## config.mk

```make
export PLATFORM = sky130hd
export DESIGN_NAME = n_piso_shift_reg
export DESIGN_NICKNAME = d
export VERILOG_FILES = /design/src/rtl/n_piso_shift_reg.sv
export SDC_FILE = /design/constraint.sdc
export NUM_CORES = 1
export LEC_CHECK = 0
export CORE_MARGIN = 1
export CORE_UTILIZATION = 29
export CTS_CLUSTER_DIAMETER = 100
export DETAILED_ROUTE_END_ITERATION = 10
export DONT_BUFFER_PORTS = 1
export GPL_ROUTABILITY_DRIVEN = 1
export PLACE_DENSITY = 0.51
export SYNTH_ARGS = -nofsm -noshare
export SYNTH_HDL_FRONTEND = slang
export SYNTH_SLANG_ARGS = --single-unit
```

## constraint.sdc

```tcl
create_clock -name clk -period 4 [get_ports clk]
set_input_delay 0.8 -clock clk [delete_from_list [all_inputs] [get_ports clk]]
set_output_delay 0.8 -clock clk [all_outputs]
set_load 0.01 [all_outputs]
```

## src/rtl/n_piso_shift_reg.sv

```systemverilog
// N-bit parallel-in, serial-out shift register.
// Valid/ready word load, MSB- or LSB-first serial output, gapless reload.
module n_piso_shift_reg #(
  parameter int N = 5
) (
  input  logic         clk,
  input  logic         reset,
  input  logic [N-1:0] load_data,
  input  logic         load_valid,
  output logic         load_ready,
  input  logic         dir,
  input  logic         shift_en,
  output logic         d_out,
  output logic         out_valid,
  output logic         done
);

  localparam int CW = $clog2(N);
  localparam logic [CW-1:0] LAST = CW'(N - 1);

  typedef enum logic {
    IDLE,
    SHIFT
  } state_t;

  state_t         state, state_n;
  logic [N-1:0]   shreg, shreg_n;
  logic [CW-1:0]  cnt, cnt_n;
  logic           dir_q, dir_n;
  logic           done_q, done_n;

  logic last;
  logic step;
  logic accept;

  assign last = (state == SHIFT)
             && shift_en
             && (cnt == LAST);
  assign step = (state == SHIFT)
             && shift_en
             && !last;

  assign load_ready = !reset
                   && ((state == IDLE) || last);
  assign accept = load_valid && load_ready;

  assign out_valid = (state == SHIFT);
  assign done = done_q;

  always_comb begin
    d_out = 1'b0;
    if (out_valid)
      d_out = dir_q ? shreg[0] : shreg[N-1];
  end

  always_comb begin
    state_n = state;
    shreg_n = shreg;
    cnt_n   = cnt;
    dir_n   = dir_q;
    done_n  = last;
    // accept and step are exclusive: accept in SHIFT implies last
    unique case (1'b1)
      accept: begin
        shreg_n = load_data;
        dir_n   = dir;
        cnt_n   = '0;
        state_n = SHIFT;
      end
      last && !accept: begin
        shreg_n = '0;
        cnt_n   = '0;
        state_n = IDLE;
      end
      step: begin
        if (dir_q)
          shreg_n = {1'b0, shreg[N-1:1]};
        else
          shreg_n = {shreg[N-2:0], 1'b0};
        cnt_n = cnt + CW'(1);
      end
      default: ;
    endcase
  end

  always_ff @(posedge clk) begin
    if (reset) begin
      state  <= IDLE;
      shreg  <= '0;
      cnt    <= '0;
      dir_q  <= 1'b0;
      done_q <= 1'b0;
    end else begin
      state  <= state_n;
      shreg  <= shreg_n;
      cnt    <= cnt_n;
      dir_q  <= dir_n;
      done_q <= done_n;
    end
  end

endmodule
```

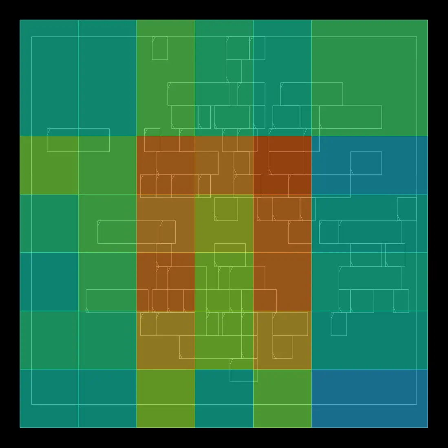
congestion.png
met2 usage: 0.197
Final Core Density: 0.329

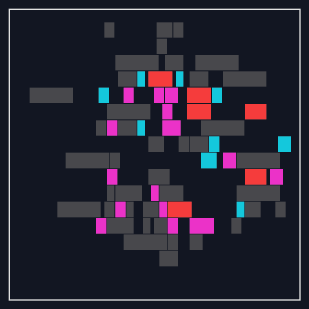
logic_types.png
Drawn at 6 px/um.
legend:
  red:
    family: mux cells
    cells: 6
    most_used: mux2_2
  magenta:
    family: nand cells
    cells: 15
    most_used: nand3_1
  cyan:
    family: nor cells
    cells: 9
    most_used: nor2_1

## cells in the mapped netlist (2+ instances only)
master	count
a21oi_1	5
nor2_1	4
nand3_1	8
nand2b_1	2
ha_1	2
nor3_1	3
dfxtp_1	11
o21ai_0	5
mux2i_1	2
nand2_1	2
mux2_2	4
a311oi_1	6
inv_1	2
## layout make-up
type	count	area, um^2	share of cell area
clock buffer	4	26.3	0.0403
sequential	11	220	0.338
tap	27	33.8	0.0518
multi-input combinational	53	364	0.559
inverter	2	7.51	0.0115
## worst min-delay path, delay by kind of cell, from the launching register on
kind,cells,cell delay (ns)
DFF,1,0.33
and+or+nand+nor,1,0.07
AOI/OAI and AO/OA,1,0.06
## state kept, by name, indices dropped and copies added, names as in the netlist
signal,count
shreg,5
cnt,3
dir_q,1
done,1
out_valid,1
==> metrics.cfg <==
[outcome]
status=finished clean

[final_timing]
layout_worst_path_cycle_share=0.518
finalSetupViolCount=0
layout_min_cycle_time_ns=2.07
timing.hold.ws_ns=0.491
slew_headroom=0.700
setup_ws_ns=1.93
rsz0062_at_grt=no
worst_slew_pin_slew_ns=0.450
tns_ns=0
slew_viol_final=0

[route]
wl_met1_um=692
met3_length_um=78
firstDrtPassIters=4
avgViaCountPerCell=5.37
vias=521
drc_errors=0
route.met2.wl_um=593

[power]
irDropWorstVdd_uv=134
p_clk_mw=0.0786
p_comb_mw=0.0298
pwr-share-seq=0.534
clkPwrFrac=0.338
top_power_group=sequential cells
seq_power_mw=0.124
p_total_mw=0.233
p_int_mw=0.170

[clock_network]
clockBufferDepth=2
cts.htree.levels=1
cts_buffers=3
cts_resized=0
cts.sinks=11
clockRootBuffer=clkbuf_4
clk_pin_slew_ns=0.07

[synthesis]
flop_cell=dfxtp_1
largest_area_cell=dfxtp_1
async_flop_share=0
synthTopCellsByArea=dfxtp_1 36%, a311oi_1 8.5%, mux2_2 7.3%, nand3_1 6.5%, a21oi_1 4.0%
synth_flops=11
synth.cellmix.compoundShare=0.178
yosysTopAreaCellShare=0.356
simple_gate_share=0.265
synthTopLogicFamily=simple AND/OR/NAND/NOR gates
synthCells=70
avgSynthCellArea_um2=8.85
fp_nets=82
edf_count=0
yosysWarnings=0
ys_seq_share=0.356
yosysChipArea_um2=619
ys_types=27
synth-adder-area-share=0.0404

[die]
pin_count=14
num_rows=16
fp_util=0.312
core_area_um2=1980
chip_area_um2=2320

[flow_run]
drv_cap=0

[critical_path]
crit_chain=inv_1 -> ha_1 -> nand3_1 -> a21oi_1
crit_path_end_kind=output port
reg2regPathDepth=3
path_max_fanout=4
critPathKind=flop to output port
r2r_slack_ns=2.48
crit_buf_inv=1
cpPeakStageDelay_ns=0.33
cpMaxStageDelayCell=dfxtp_1
cp-endpoint=load_ready
cp_top_family=flip-flops

[grt]
grt_pass1_wl_um=1910
grt_use_total=0.126
overflow=0
busiest_layer=met2
grt_pass1_vias=483
grt_max_degree=17
antenna_found_initial=0

[finish]
final_common_cell=dfxtp_1

[placed_design]
hpwlAfterDp_um=949
post-place-cells=93
post_dp_cell_area_um2=626
post-place-ws_ns=2.03

[hold_path]
hold_depth=2
hold_end=cnt[0]
hp-start=cnt[0]

Power is estimated from default activity; no workload was simulated.
